### config.mk
export PLATFORM = sky130hd
export DESIGN_NAME = trigger_event_logger
export DESIGN_NICKNAME = d
export VERILOG_FILES = /design/src/rtl/trigger_event_logger_pkg.sv /design/src/rtl/trigger_event_logger_qualifier.sv /design/src/rtl/trigger_event_logger.sv
export SDC_FILE = /design/constraint.sdc
export NUM_CORES = 1
export LEC_CHECK = 0
export ABC_AREA = 1
export CORE_MARGIN = 10
export CORE_UTILIZATION = 45
export CTS_BUF_LIST = sky130_fd_sc_hd__clkbuf_8
export DETAILED_ROUTE_END_ITERATION = 7
export PLACE_DENSITY = 0.67
export RECOVER_POWER = 100
export SLEW_MARGIN = 25
export SYNTH_ARGS = -nofsm -noshare
export SYNTH_HDL_FRONTEND = slang
export SYNTH_SLANG_ARGS = --single-unit
### constraint.sdc
create_clock -name clk_i -period 5.5 [get_ports clk_i]
set_input_delay 0.825 -clock clk_i [delete_from_list [all_inputs] [get_ports clk_i]]
set_output_delay 0.825 -clock clk_i [all_outputs]
set_load 0.005 [all_outputs]
### src/rtl/trigger_event_logger_pkg.sv
// ---------------------------------------------------------------------------
// trigger_pkg
// Shared definitions for the trigger event logger: the controller state
// encoding and the default widths used when the logger is instantiated
// without overrides.
// ---------------------------------------------------------------------------
package trigger_pkg;

    // Default widths: accepted/rejected counters, RAM address, timestamp.
    localparam int DEF_CNT_W  = 16;
    localparam int DEF_ADDR_W = 15;
    localparam int DEF_TS_W   = 32;

    // Controller states, binary encoded.
    typedef enum logic [1:0] {
        ST_IDLE  = 2'd0,
        ST_ARMED = 2'd1,
        ST_HOLD  = 2'd2,
        ST_FULL  = 2'd3
    } state_e;

endpackage

### src/rtl/trigger_event_logger_qualifier.sv
// ---------------------------------------------------------------------------
// trigger_qualifier
// Turns the raw trigger into a qualified event: either every high cycle
// (level mode) or only the first high cycle after a low one (edge mode).
// Ports:
//   clk_i      system clock
//   reset_i    asynchronous active-high reset
//   trigger_i  raw trigger
//   qual_o     qualified trigger, combinational from trigger_i
// ---------------------------------------------------------------------------
module trigger_qualifier #(
    parameter bit EDGE_MODE = 1'b1
) (
    input  logic clk_i,
    input  logic reset_i,
    input  logic trigger_i,
    output logic qual_o
);

    logic trigD_q;

    // The delayed copy of the trigger is updated on every cycle regardless of
    // the controller state, so arming the logger while the trigger is already
    // high never looks like a fresh rising edge.
    always_ff @(posedge clk_i or posedge reset_i) begin
        if (reset_i) begin
            trigD_q <= 1'b0;
        end else begin
            trigD_q <= trigger_i;
        end
    end

    assign qual_o = EDGE_MODE ? (trigger_i & ~trigD_q) : trigger_i;

endmodule

### src/rtl/trigger_event_logger.sv
// ---------------------------------------------------------------------------
// trigger_event_logger
// Qualifies a trigger, applies a hold-off after every accepted event, keeps
// saturating accepted/rejected counts and writes one timestamp per accepted
// event into the simulation RAM.
// Ports:
//   clk_i, reset_i            clock, asynchronous active-high reset
//   enable_i                  arms the logger
//   clear_i                   synchronous clear of counts, pointer, flags, timestamp
//   trigger_i                 raw trigger
//   counter_o                 accepted-event count (saturating)
//   rej_counter_o             rejected-event count (saturating)
//   simu_ram_wr_req_o         one-cycle write strobe per accepted event
//   simu_ram_wr_addr_o        write address, first event at 0
//   simu_ram_wr_data_o        timestamp of the accepted event
//   full_o                    non-wrapping mode: every address written
//   wrapped_o                 wrapping mode: sticky, pointer wrapped
//   cnt_sat_o                 sticky: a counter reached all-ones
// ---------------------------------------------------------------------------
module trigger_event_logger
    import trigger_pkg::*;
#(
    parameter int CNT_W     = DEF_CNT_W,
    parameter int ADDR_W    = DEF_ADDR_W,
    parameter int TS_W      = DEF_TS_W,
    parameter bit EDGE_MODE = 1'b1,
    parameter bit WRAP_MODE = 1'b0,
    parameter int HOLDOFF   = 0
) (
    input  logic              clk_i,
    input  logic              reset_i,
    input  logic              enable_i,
    input  logic              clear_i,
    input  logic              trigger_i,
    output logic [CNT_W-1:0]  counter_o,
    output logic [CNT_W-1:0]  rej_counter_o,
    output logic              simu_ram_wr_req_o,
    output logic [ADDR_W-1:0] simu_ram_wr_addr_o,
    output logic [TS_W-1:0]   simu_ram_wr_data_o,
    output logic              full_o,
    output logic              wrapped_o,
    output logic              cnt_sat_o
);

    localparam int HCNT_W = (HOLDOFF > 1) ? $clog2(HOLDOFF + 1) : 1;
    localparam logic [ADDR_W-1:0] LAST_ADDR = '1;
    localparam logic [CNT_W-1:0]  CNT_MAX   = '1;
    localparam logic [HCNT_W-1:0] HOLD_LOAD = HCNT_W'(HOLDOFF);

    state_e            state_q;
    logic [CNT_W-1:0]  counter_q;
    logic [CNT_W-1:0]  rejCounter_q;
    logic [CNT_W-1:0]  counterInc_d;
    logic [CNT_W-1:0]  rejInc_d;
    logic [ADDR_W-1:0] wrPtr_q;
    logic [ADDR_W-1:0] wrAddr_q;
    logic [TS_W-1:0]   timestamp_q;
    logic [TS_W-1:0]   wrData_q;
    logic [HCNT_W-1:0] hcnt_q;
    logic              wrReq_q;
    logic              full_q;
    logic              wrapped_q;
    logic              cntSat_q;
    logic              qual;

    trigger_qualifier #(
        .EDGE_MODE (EDGE_MODE)
    ) uQualifier (
        .clk_i     (clk_i),
        .reset_i   (reset_i),
        .trigger_i (trigger_i),
        .qual_o    (qual)
    );

    // Saturating next values for both counters: once a counter is all-ones it
    // simply stays there, there is no carry out.
    always_comb begin
        counterInc_d = (counter_q == CNT_MAX) ? counter_q : counter_q + CNT_W'(1);
        rejInc_d     = (rejCounter_q == CNT_MAX) ? rejCounter_q : rejCounter_q + CNT_W'(1);
    end

    // Controller, counters, pointer and RAM write port all live in one block so
    // every output is a register. Clear wins over any qualified trigger in the
    // same cycle. The write strobe defaults low and is raised only on accepts;
    // address/data keep their last value otherwise. In hold-off and full, a
    // qualified trigger is counted as rejected. Dropping enable aborts the
    // hold-off but keeps all counts and flags; the full state ignores enable.
    always_ff @(posedge clk_i or posedge reset_i) begin
        if (reset_i) begin
            state_q      <= ST_IDLE;
            counter_q    <= '0;
            rejCounter_q <= '0;
            wrPtr_q      <= '0;
            wrAddr_q     <= '0;
            timestamp_q  <= '0;
            wrData_q     <= '0;
            hcnt_q       <= '0;
            wrReq_q      <= 1'b0;
            full_q       <= 1'b0;
            wrapped_q    <= 1'b0;
            cntSat_q     <= 1'b0;
        end else begin
            timestamp_q <= timestamp_q + TS_W'(1);
            wrReq_q     <= 1'b0;
            if (clear_i) begin
                timestamp_q  <= '0;
                counter_q    <= '0;
                rejCounter_q <= '0;
                wrPtr_q      <= '0;
                hcnt_q       <= '0;
                full_q       <= 1'b0;
                wrapped_q    <= 1'b0;
                cntSat_q     <= 1'b0;
                state_q      <= enable_i ? ST_ARMED : ST_IDLE;
            end else begin
                case (state_q)
                    ST_IDLE: begin
                        if (enable_i) begin
                            state_q <= ST_ARMED;
                        end
                    end
                    ST_ARMED: begin
                        if (!enable_i) begin
                            state_q <= ST_IDLE;
                        end else if (qual) begin
                            wrReq_q   <= 1'b1;
                            wrAddr_q  <= wrPtr_q;
                            wrData_q  <= timestamp_q;
                            counter_q <= counterInc_d;
                            if (counterInc_d == CNT_MAX) begin
                                cntSat_q <= 1'b1;
                            end
                            if ((wrPtr_q == LAST_ADDR) && !WRAP_MODE) begin
                                full_q  <= 1'b1;
                                state_q <= ST_FULL;
                            end else begin
                                wrPtr_q <= wrPtr_q + ADDR_W'(1);
                                if (wrPtr_q == LAST_ADDR) begin
                                    wrapped_q <= 1'b1;
                                end
                                if (HOLDOFF > 0) begin
                                    hcnt_q  <= HOLD_LOAD;
                                    state_q <= ST_HOLD;
                                end
                            end
                        end
                    end
                    ST_HOLD: begin
                        if (!enable_i) begin
                            hcnt_q  <= '0;
                            state_q <= ST_IDLE;
                        end else begin
                            hcnt_q <= hcnt_q - HCNT_W'(1);
                            if (qual) begin
                                rejCounter_q <= rejInc_d;
                                if (rejInc_d == CNT_MAX) begin
                                    cntSat_q <= 1'b1;
                                end
                            end
                            if (hcnt_q == HCNT_W'(1)) begin
                                state_q <= ST_ARMED;
                            end
                        end
                    end
                    ST_FULL: begin
                        if (qual) begin
                            rejCounter_q <= rejInc_d;
                            if (rejInc_d == CNT_MAX) begin
                                cntSat_q <= 1'b1;
                            end
                        end
                    end
                    default: begin
                        state_q <= ST_IDLE;
                    end
                endcase
            end
        end
    end

    assign counter_o          = counter_q;
    assign rej_counter_o      = rejCounter_q;
    assign simu_ram_wr_req_o  = wrReq_q;
    assign simu_ram_wr_addr_o = wrAddr_q;
    assign simu_ram_wr_data_o = wrData_q;
    assign full_o             = full_q;
    assign wrapped_o          = wrapped_q;
    assign cnt_sat_o          = cntSat_q;

endmodule

==> metrics.cfg, run 1 <==
[worst_setup_path]
r2r_slack_ns = 2.65
crit_type = in -> reg
crit_path_start = clear_i
critical-path-top-delay-family = buffers and inverters
endpoint = wrPtr_q[8]
crit_top_cell = nand2_1
reg2reg_depth = 9

[yosys]
most_common_cell = nand2_1
netlist_area_um2 = 6880
ys_sh_simple_pct = 31.4
synth_flop_count = 133
ys_sh_aoi_pct = 10.5
postSynthSeqShare_pct = 48.4
ys_top_logic_family = simple AND/OR/NAND/NOR gates
async_flop_share_pct = 100

[final_timing]
clock.fmax_ghz = 0.264
slew_headroom_pct = -47.7
finalMaxSlewViolations = 106
finalClockSkew_ns = 0.00748
finalCritPeriodShare_pct = 69.0

[flow_run]
warnings = 31
maxCapViolCount = 1

[global_routing]
grt_usage_pct = 17.3
grt_max_degree = 106

[layout]
seq_area_share_pct = 40.2
dominant-cell-class = flip-flops and latches
comb_share_pct = 37.5
seq_cells = 133

[route]
drc = 0
avgRoutedWirePerCell_um = 14.4

[power]
p_sw_share_pct = 27.0
power_leader = sequential cells
p_seq_share_pct = 49.2

[outcome]
violations = capacitance limit, slew limit
status = finished, violations left

[clock_tree]
htree_levels = 4
ctsResizeCount = 0
clk_pin_slew_ns = 0.07

[min_path]
hp-start = timestamp_q[0]

[floorplanning]
fp_util_pct = 45.6

-- run 1: routing by layer --
| layer | track usage [%] | vias up | routed length, µm |
|---|---|---|---|
| met2 | 27.0 | 144 | 7710 |
| met1 | 22.5 | 2807 | 7790 |
| li1 | - | 3047 | - |
| met4 | 5.21 | 0 | 187 |
| met5 | 0 | - | 0 |
| met3 | 5.12 | 17 | 1090 |
-- run 1: sequential cells by signal (all words and copies together), names as in the netlist --
| register | count |
|---|---|
| rej_counter_o | 16 |
| simu_ram_wr_req_o | 1 |
| cnt_sat_o | 1 |
| state_q | 2 |
| timestamp_q | 32 |
| hcnt_q | 1 |
| wrPtr_q | 15 |
| uQualifier.trigD_q | 1 |
| simu_ram_wr_data_o | 32 |
| simu_ram_wr_addr_o | 15 |
| full_o | 1 |
| counter_o | 16 |
-- run 1: stage by stage --
stage	hold slack, ns	power (W)	worst slack, ns	std cells
6_report	0.462	0.00217	1.71	1166
5_1_grt	0.500	0.00229	1.36	1166
4_1_cts	0.464	0.00222	2.40	1166
3_5_place_dp	0.454	0.00141	1.91	1135
3_3_place_gp	0.452	0.00140	2.02	1135
2_1_floorplan	0.424	0.00127	1.12	880
-- run 1: worst reg2reg max path, delay by kind of cell, from the launching register on --
family | cells | cell delay [ns]
DFF | 1 | 0.42
buffers and inverters | 4 | 1.48
and+or+nand+nor | 2 | 0.28
adders and majority gates | 1 | 0.22
AOI/OAI and AO/OA | 2 | 0.37
-- run 1: logic make-up (layout without fill, tap and decap cells) --
group                    after synthesis  count (layout)
flip-flops                           133             133
adder cells (fa/ha/maj)                8               8
XOR/XNOR                              14              14
AND-OR/OR-AND                        131             131
buffers and inverters                112             210
AND/OR/NAND/NOR                      481             481
other                                  1               1
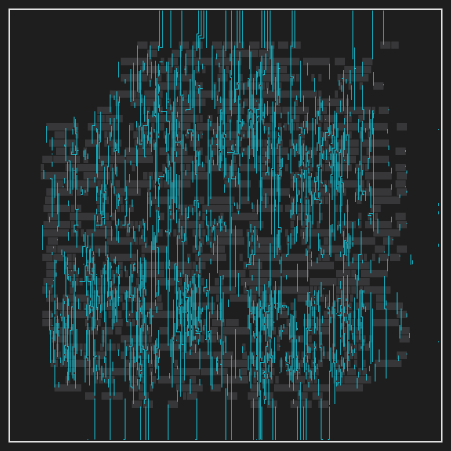
Figure 1: run 1, metal 2.
Scale: 3 px per µm.
780 nets have wire on it. The layer carries 7710 µm of wire. The longest straight run is 48.6 µm. The wires run mostly vertical. The layer holds 46% of the routed length.
Detailed Route WL: 16800 µm
Vias: 6015
M2 GR Usage: 27.0%

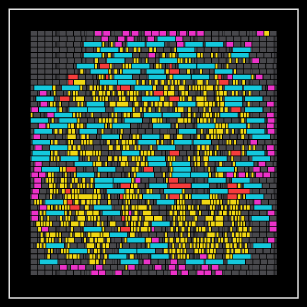
Figure 2: run 1, cells coloured by class.
Scale: 2 px per µm. Fill, decap, tap and diode cells in grey.
Key: cyan = sequential cells [cells 133]; yellow = combinational and other logic [cells 724]; magenta = remaining buffers and delay cells [cells 90]; red = clock drivers and dummy loads [cells 31]
Core ar.: 15100 µm²
number of core rows: 45

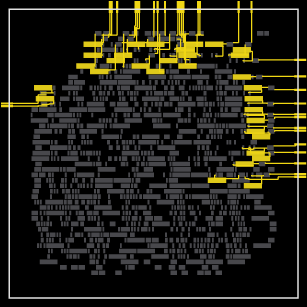
Figure 3: run 1, port wiring.
Scale: 2 px per µm.
Key: yellow = `simu_ram_wr_data_o` [bits 32, direction output, edge 17 top, 13 right, 2 left, end cells 32, buffers 32, wire 929 µm]
PortBufs: 86
# IOs: 88

Figure 4. Clock network drawn from the DEF (run 1).
Scale: 3 px per µm.
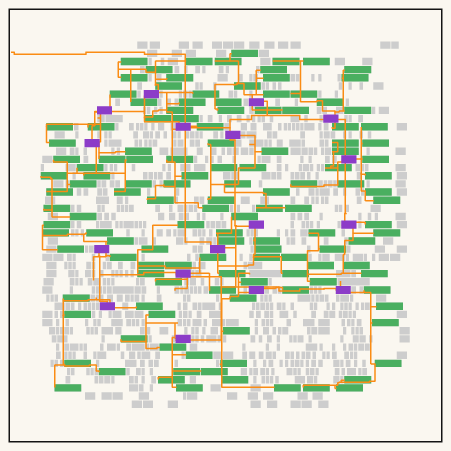

==> run 2: changes to the inputs <==
--- a/config.mk
+++ b/config.mk
@@ -10,7 +10,7 @@
 export CORE_UTILIZATION = 45
 export CTS_BUF_LIST = sky130_fd_sc_hd__clkbuf_8
 export DETAILED_ROUTE_END_ITERATION = 7
-export PLACE_DENSITY = 0.67
+export PLACE_DENSITY = 0.7
 export RECOVER_POWER = 100
 export SLEW_MARGIN = 25
 export SYNTH_ARGS = -nofsm -noshare
==> constraint.sdc (replaced) <==
create_clock -name clk_i -period 3.15 [get_ports clk_i]
set_input_delay 0.4725 -clock clk_i [delete_from_list [all_inputs] [get_ports clk_i]]
set_output_delay 0.4725 -clock clk_i [all_outputs]
set_load 0.005 [all_outputs]
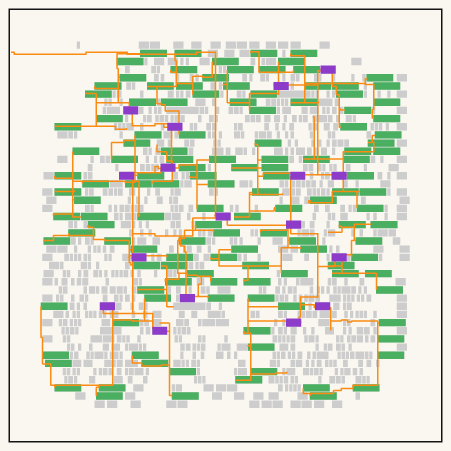
Figure 5: run 2, clock network drawn from the DEF.
Scale: 3 px per µm.
Key: orange = clock wires [length 1760 µm]; green = flip-flops [count 133]; purple = clock drivers [count 17]
There are 18 routed clock nets.
Worst-Skew Late Latency: 0.46 ns
Clock power frac: 39.3%
clk pwr: 0.00155 W
clk_skew: 0.0102 ns

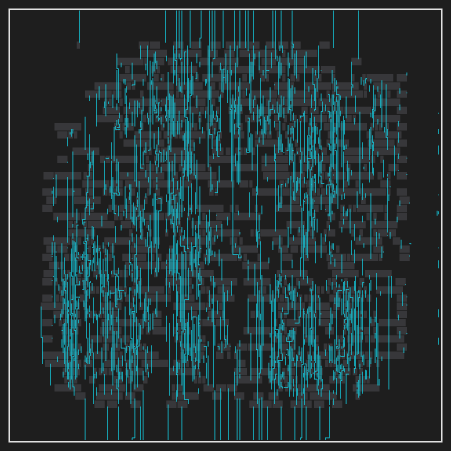
Figure 6: run 2, metal 2.
Scale: 3 px per µm.
The layer carries 7790 µm of wire. 776 nets have wire on it. The longest straight run is 53.3 µm. The wires run mostly vertical.
Detailed Route WL: 16600 µm
Vias: 5965
M2 GR Usage: 27.2%

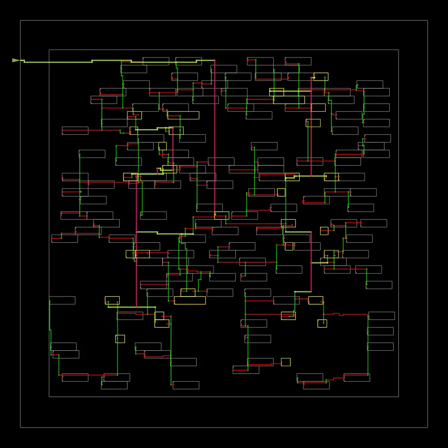
Figure 7: run 2, the clock network.
clk sinks: 133
CTS Buf Count: 17
Seq Cell Count: 133
Clock Buffer Count: 19

==> run 2 against run 1 <==
Against the previous run: the run still ends with capacitance limit, slew limit left; clock skew increased by 0.0027 ns; via count shrank 0.83%; sequential share of layout area is essentially flat; global-route usage decreased by 0.38 points.
==> metrics.cfg, run 2 <==
[outcome]
status = finished, violations left
violations = capacitance limit, slew limit

[worst_setup_path]
reg2reg_depth = 11  ; +2
crit_type = in -> reg
timing.rr.start = timestamp_q[0]
critical-path-top-delay-family = buffers and inverters
slowest_stage = inv_1
r2r_slack_ns = 0.65  ; -2.00 ns

[clock_tree]
clk_pin_slew_ns = 0.08  ; about the same
htree_levels = 4  ; unchanged
ctsResizeCount = 0  ; unchanged
ctsHoldBuffers = 0

[global_routing]
grt_max_degree = 134  ; +26%

[final_timing]
finalCritPeriodShare_pct = 79.8
finalMaxSlewViolations = 134  ; +26%
clock.fmax_ghz = 0.398
slew_headroom_pct = -19.4  ; +28 points

[flow_run]
warnings = 31  ; unchanged
maxCapViolCount = 1  ; unchanged

[route]
drc = 0  ; unchanged
drt_iter0_markers = 401

[layout]
instances_no_fill = 1170  ; +0.34%

[floorplanning]
ios = 88  ; unchanged
fp_util_pct = 45.6  ; unchanged
core_um2 = 15100  ; unchanged
rows = 45  ; unchanged

[yosys]
async_flop_share_pct = 100  ; unchanged
most_common_cell = nand2_1
synth_flop_count = 133  ; unchanged
synth.top_cell.area_share_pct = 48.4
netlist_area_um2 = 6880  ; unchanged
postSynthSeqShare_pct = 48.4  ; unchanged

[power]
p_total_w = 0.00394  ; +82%

[place]
numPortBuffers = 86  ; unchanged
dp_cells = 1138  ; +0.26%

[min_path]
hp-start = timestamp_q[0]

==> run 2: power by group <==
part,total [W],internal [W],switching (W)
Clock,0.00155,0.000835,0.000714
Sequential,0.00187,0.00180,0.0000612
Combinational,0.000524,0.000213,0.000311
==> run 2: logic make-up after synthesis <==
group,after synthesis,synth area share [%]
buffers and inverters,112,6.42
XOR/XNOR,14,1.78
AND-OR/OR-AND,131,10.5
flip-flops,133,48.4
adder cells (fa/ha/maj),8,1.46
AND/OR/NAND/NOR,481,31.4
other,1,0.0545
==> run 2: final cells by class <==
type	count	area (µm²)	share of cell area, %
flip-flops and latches	133	3330	40.2
clock inverters	13	171	2.07
clock buffers	19	262	3.16
well taps	188	235	2.84
repair buffers	93	903	10.9
inverters	89	342	4.13
multi-input cells	635	3040	36.7
==> run 2: worst max-delay path by stage <==
stage | start | to | slack [ns] | cells past startpoint
floorplan | reset_i | cnt_sat_o | 1.03 | 1
global placement | clear_i | wrPtr_q[8] | 0.35 | 10
detailed placement | clear_i | wrPtr_q[8] | 0.26 | 10
CTS | clear_i | wrPtr_q[8] | 0.75 | 10
global route | clear_i | counter_o[3] | 0.28 | 8
finish | clear_i | counter_o[3] | 0.64 | 8
==> run 2: per-layer routing <==
layer	track usage (%)	share of wire, %
met4	5.48	1.3
met2	27.2	47
met1	21.5	47
met5	0	0
met3	4.55	5.3
==> run 2: metrics by stage <==
stage                     setup WS, ns  hold slack, ns  cell area (µm²)  utilization, %
final                            0.637           0.469             8280            54.9
after floorplan                   1.03           0.424             6880               -
after global placement           0.348           0.445             7940            52.6
after CTS                        0.748           0.461             8380            55.5
after global routing             0.278           0.498             8280            54.9
after detailed placement         0.265           0.452             7940            52.6
Power and IR drop assume default switching activity.
